File: src/rtl/switch_led_pkg.sv
// Shared mode encoding and LED drive rule for switch_led_ctrl.
// BLINK support in the top level is gated by the SWITCH_LED_BLINK_EN macro.
package switch_led_pkg;

    localparam int MODE_W = 2;

    typedef enum logic [MODE_W-1:0] {
        MODE_FOLLOW = 2'b00,
        MODE_TOGGLE = 2'b01,
        MODE_BLINK  = 2'b10,
        MODE_OFF    = 2'b11
    } mode_e;

    // Without blink support, BLINK falls back to FOLLOW.
    function automatic logic led_drive(
        input mode_e m,
        input logic  db,
        input logic  tog,
        input logic  phase,
        input logic  blink_en
    );
        logic r;
        r = 1'b0;
        case (m)
            MODE_FOLLOW: r = db;
            MODE_TOGGLE: r = tog;
            MODE_BLINK:  r = blink_en ? (db & phase) : db;
            MODE_OFF:    r = 1'b0;
            default:     r = 1'b0;
        endcase
        return r;
    endfunction

endpackage

File: src/rtl/switch_led_ctrl_debounce.sv
// One switch channel: two-flop synchroniser, persistence debounce and
// a registered pulse on each debounced rising edge.
module switch_debounce
    import switch_led_pkg::*;
#(
    parameter int DEBOUNCE_CYCLES = 16
) (
    input  logic clk,
    input  logic rst_n,
    input  logic switch,
    output logic db,
    output logic rise,
    output logic press_pulse
);

    localparam int CW = $clog2(DEBOUNCE_CYCLES);

    logic          sync1;
    logic          sw_s;
    logic          db_d;
    logic [CW-1:0] cnt;

    always_ff @(posedge clk) begin
        if (!rst_n) begin
            sync1       <= 1'b0;
            sw_s        <= 1'b0;
            db          <= 1'b0;
            db_d        <= 1'b0;
            cnt         <= '0;
            press_pulse <= 1'b0;
        end else begin
            sync1       <= switch;
            sw_s        <= sync1;
            db_d        <= db;
            press_pulse <= rise;
            // Any sample matching db restarts the persistence window.
            if (sw_s == db) begin
                cnt <= '0;
            end else if (cnt == CW'(DEBOUNCE_CYCLES - 1)) begin
                db  <= sw_s;
                cnt <= '0;
            end else begin
                cnt <= cnt + 1'b1;
            end
        end
    end

    assign rise = db & ~db_d;

endmodule

File: src/rtl/switch_led_ctrl.sv
// Multi-channel switch-to-LED controller (FOLLOW/TOGGLE/BLINK/OFF per channel).
// Define SWITCH_LED_BLINK_EN to build the shared blink prescaler and BLINK mode.
module switch_led_ctrl
    import switch_led_pkg::*;
#(
    parameter int NUM_CH          = 4,
    parameter int DEBOUNCE_CYCLES = 16,
    parameter int BLINK_DIV       = 8
) (
    input  logic                     clk,
    input  logic                     rst_n,
    input  logic [NUM_CH-1:0]        switch,
    input  logic [MODE_W*NUM_CH-1:0] mode,
    output logic [NUM_CH-1:0]        led,
    output logic [NUM_CH-1:0]        press_pulse
);

    if (NUM_CH < 1) begin : g_bad_num_ch
        $error("NUM_CH must be at least 1");
    end
    if (DEBOUNCE_CYCLES < 2) begin : g_bad_debounce
        $error("DEBOUNCE_CYCLES must be at least 2");
    end
    if (BLINK_DIV < 1) begin : g_bad_blink_div
        $error("BLINK_DIV must be at least 1");
    end

    logic [NUM_CH-1:0] db;
    logic [NUM_CH-1:0] rise;
    logic [NUM_CH-1:0] tog;
    logic [NUM_CH-1:0] tog_next;
    logic [NUM_CH-1:0] led_next;
    logic              blink_phase;

    for (genvar i = 0; i < NUM_CH; i++) begin : g_ch
        switch_debounce #(
            .DEBOUNCE_CYCLES(DEBOUNCE_CYCLES)
        ) u_debounce (
            .clk        (clk),
            .rst_n      (rst_n),
            .switch     (switch[i]),
            .db         (db[i]),
            .rise       (rise[i]),
            .press_pulse(press_pulse[i])
        );
    end

`ifdef SWITCH_LED_BLINK_EN
    localparam bit BLINK_EN = 1'b1;
    localparam int PW       = (BLINK_DIV > 1) ? $clog2(BLINK_DIV) : 1;

    logic [PW-1:0] pre_cnt;

    // One shared prescaler keeps every blinking channel in phase.
    always_ff @(posedge clk) begin
        if (!rst_n) begin
            pre_cnt     <= '0;
            blink_phase <= 1'b0;
        end else if (pre_cnt == PW'(BLINK_DIV - 1)) begin
            pre_cnt     <= '0;
            blink_phase <= ~blink_phase;
        end else begin
            pre_cnt <= pre_cnt + 1'b1;
        end
    end
`else
    localparam bit BLINK_EN = 1'b0;

    assign blink_phase = 1'b0;
`endif

    // The mode sampled on the press edge decides whether the toggle bit flips.
    always_comb begin
        tog_next = tog;
        led_next = '0;
        for (int i = 0; i < NUM_CH; i++) begin
            tog_next[i] = tog[i] ^ (rise[i] &
                          (mode_e'(mode[MODE_W*i +: MODE_W]) == MODE_TOGGLE));
            led_next[i] = led_drive(mode_e'(mode[MODE_W*i +: MODE_W]),
                                    db[i], tog_next[i], blink_phase, BLINK_EN);
        end
    end

    always_ff @(posedge clk) begin
        if (!rst_n) begin
            tog <= '0;
            led <= '0;
        end else begin
            tog <= tog_next;
            led <= led_next;
        end
    end

endmodule

File: config.mk
export PLATFORM = sky130hd
export DESIGN_NAME = switch_led_ctrl
export DESIGN_NICKNAME = d
export VERILOG_FILES = /design/src/rtl/switch_led_pkg.sv /design/src/rtl/switch_led_ctrl_debounce.sv /design/src/rtl/switch_led_ctrl.sv
export SDC_FILE = /design/constraint.sdc
export NUM_CORES = 1
export LEC_CHECK = 0
export ABC_AREA = 1
export CORE_MARGIN = 3
export CORE_UTILIZATION = 45
export DETAILED_ROUTE_END_ITERATION = 8
export PLACE_DENSITY = 0.69
export SYNTH_ARGS = -nofsm -noshare
export SYNTH_HDL_FRONTEND = slang
export SYNTH_SLANG_ARGS = --single-unit
File: constraint.sdc
create_clock -name clk -period 2.5 [get_ports clk]
set_input_delay 0.5 -clock clk [delete_from_list [all_inputs] [get_ports clk]]
set_output_delay 0.5 -clock clk [all_outputs]
set_load 0.1 [all_outputs]
Figure 1. Sizing map.
Scale bar: 20 um.
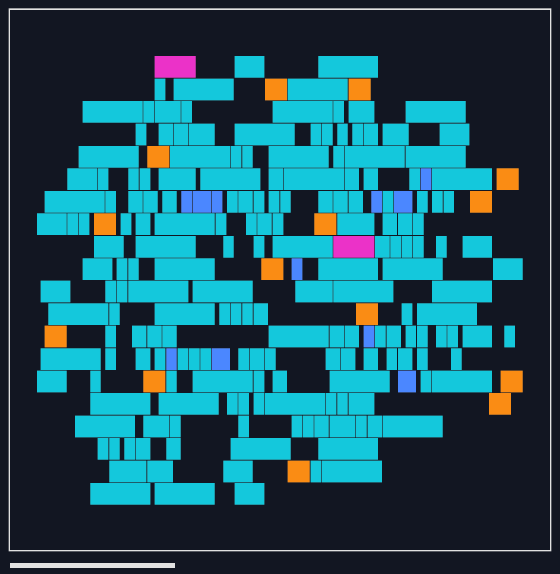
Key: _6 and larger = magenta [cells 2, share 0.93%, most used clkbuf_8]; _3 and _4 cells = orange [cells 14, share 6.5%, most used buf_4]; _2 cells = blue [cells 11, share 5.1%, most used inv_2]; _0 and _1 cells = cyan [cells 187, share 87%, most used dfxtp_1]

Figure 2. Sequential cells coloured by netlist name.
Scale bar: 20 um. Other sequential cells in the stronger grey, the rest of the logic in the fainter grey.
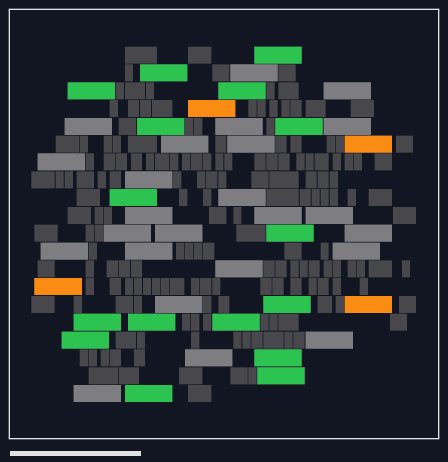
Key: `g_ch.u_debounce.cnt` = green [sequential cells 16]; `g_ch.u_debounce.press_pulse` = orange [sequential cells 4]

Figure 3. Port wiring.
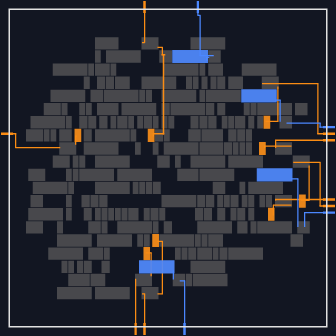
Key: `led` = blue [bits 4, direction output, end cells 4, buffers 4, wire 56.8 um]; `mode` = orange [bits 8, direction input, end cells 8, buffers 8, wire 167 um]
Buffers on Ports: 21
Boundary Pins: 22

Figure 4. Wiring by layer.
Scale bar: 20 um.
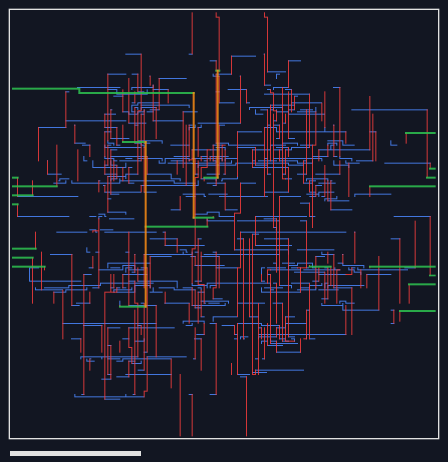
Key: metal 2 = red [wire length 1180 um]; metal 1 = blue [wire length 1130 um]; metal 4 = orange [wire length 60.5 um]; metal 3 = green [wire length 112 um]
GRT Util Overall: 0.137
Avg WL per Cell: 9.59 um

==> metrics.yaml <==
yosysUniqueCellTypes: 16
clock_skew_ps: 8.24
topCellsByArea: "dfxtp_1 56%, nand2_1 8.5%, nor2_1 5.7%"
grt_max_degree: 26
postSynthSeqShare: 0.555
synth_area_sq_um: 1590
drtIter0Drc: 41
drc: 0
timing.fmax_mhz: 689
critPathRequiredTime_ps: 2000
cap_violations: 0
worst_slack_ps: 1050
maxSlewHeadroom: 0.815
hpwl_um: 1850
worst-setup-path-type: "reg -> out"
drive_above_1_share: 0.126
path_delay_family: "flip-flops"
ys.flops: 44
crit_path_cell_trace: "buf_4"
die_x_um: 65.4
critPathLaunchType: "flop"
synth_nets: 209
dpl_worst_slack_ps: 767
logic_area_sq_um: 551
synth.avg_cell_area_sq_um: 8.31
num_vias: 1158
crit_path_max_fanout: 1
yosys_warnings: 0
initial_core_util: 0.495
layout_top_cells: "44 x dfxtp_1, 36 x nand2_1, 24 x nor2_1"
post_drt_via_cell_ratio: 4.49
area_growth_pct: 17.1
finalWirelength_um: 2480
grt_pass1_wl_um: 4510
total_power_mw: 1.12
dieArea_sq_um: 4270
rsz0062_at_grt: "no"
yosysTopAreaCell: "dfxtp_1"
cp.arrival_ps: 950
diodes: 0
rows: 20
p_leak_nw: 0.858
slew_violations: 0
cp-end-kind: "output port"
post_cts_buffers: 0
cts_buffer_depth: 2
yosysCellCount: 191
globalRouteOverflowTotal: 0
ant_nets: 0
antenna_found_initial: 0
cts_root_buffer: "clkbuf_4"
first_pass_iters: 4
critPathBufInv: 1
cts_inserted_buffers: 5
fin_setup_tns_ps: 0
yosysChipArea_sq_um: 1590
vdd_drop_max_mv: 0.350
max_stage_delay_ps: 330
post_cts_resize_count: 0
hp-class: "reg -> reg"
clock.latency.late_pin_ps: 340
top_cell_area_share: 0.555
cts_sinks: 44
p_per_area_nw_per_um2: 602
grt_pass1_vias: 1168
warnings: 26
cts_max_level: 2
clk_pin_slew_ps: 120
nFillCells: 298
place.gp.congestion: 0.721
netlist_instances: 191
cts_hold_buf: 0
regArea_sq_um: 881
die_height_um: 65.4
nets: 232
min_period_over_period: 0.581
hold_viol: 0
lay_top_count: "dfxtp_1"
outcome: "completed"
min_period_ps: 1450
cts_tree: "yes"
coreArea_sq_um: 3200
setup_viol: 0
worst_pin_slew_ps: 279
cpMaxStageDelayCell: "dfxtp_1"
==> metal layers <==
metal	track usage	wire, um	up-vias	share of wire
met2	0.238	1180	23	0.48
met4	0.0829	60	0	0.024
met5	0	0	-	0
met3	0.0462	111	7	0.045
li1	-	-	631	-
met1	0.141	1130	497	0.46
==> synth_stat cells <==
master	n
a21oi_1	12
buf_4	4
buf_6	1
xor2_1	4
dfxtp_1	44
nand2_1	36
ha_1	4
inv_2	7
clkinv_1	1
nor2_2	4
nor2_1	24
xnor2_1	4
o21ai_1	8
buf_2	1
inv_1	21
nand3_1	16
==> per-stage QoR <==
step / hold WS, ps / util / instances / area, sq um
after global routing: 457 / 0.580 / 258 / 1860
after detailed placement: 401 / 0.560 / 251 / 1790
after global placement: 393 / 0.560 / 251 / 1790
after floorplan: 390 / - / 191 / 1590
after CTS: 428 / 0.580 / 258 / 1860
final: 424 / 0.580 / 258 / 1860
==> cell families (layout without fill, tap and decap cells) <==
kind of cell	Yosys count	after routing	share of synthesized area
xor+xnor	8	8	0.0442
fa+ha+maj	4	4	0.0315
simple gates	80	80	0.208
buf+inv	35	58	0.0978
flops	44	44	0.555
compound gates	20	20	0.0631
==> layout make-up <==
class	instances	share of cell area
multi-input combinational	112	0.296
timing repair buffer	22	0.106
sequential	44	0.474
inverter	29	0.0586
clock buffer	7	0.0350
tap	44	0.0296
==> sequential cells by signal, indices dropped and copies added, names as in the netlist <==
signal                       count
g_ch.u_debounce.db_d             4
g_ch.u_debounce.cnt             16
g_ch.u_debounce.sw_s             4
g_ch.u_debounce.press_pulse      4
tog                              4
g_ch.u_debounce.sync1            4
g_ch.u_debounce.db               4
led                              4
==> power by group <==
part	total (mW)	switching (mW)	leakage [nW]	internal, mW
Combinational	0.0457	0.0204	0.464	0.0253
Clock	0.360	0.200	0.0374	0.160
Sequential	0.713	0.00430	0.356	0.709
Total	1.12	0.225	0.858	0.894
==> final timing paths <==
kind	endpoint	start	cells past startpoint	slack (ps)
worst max register to register	g_ch[2].u_debounce.cnt[2]	g_ch[2].u_debounce.cnt[0]	4	1460
worst min-delay path	g_ch[1].u_debounce.sw_s	g_ch[1].u_debounce.sync1	2	420
worst max-delay path	led[2]	led[2]	1	1050
worst min register to register	g_ch[1].u_debounce.sw_s	g_ch[1].u_debounce.sync1	2	420
No activity file was given, so power comes from the tool's default toggle rates.
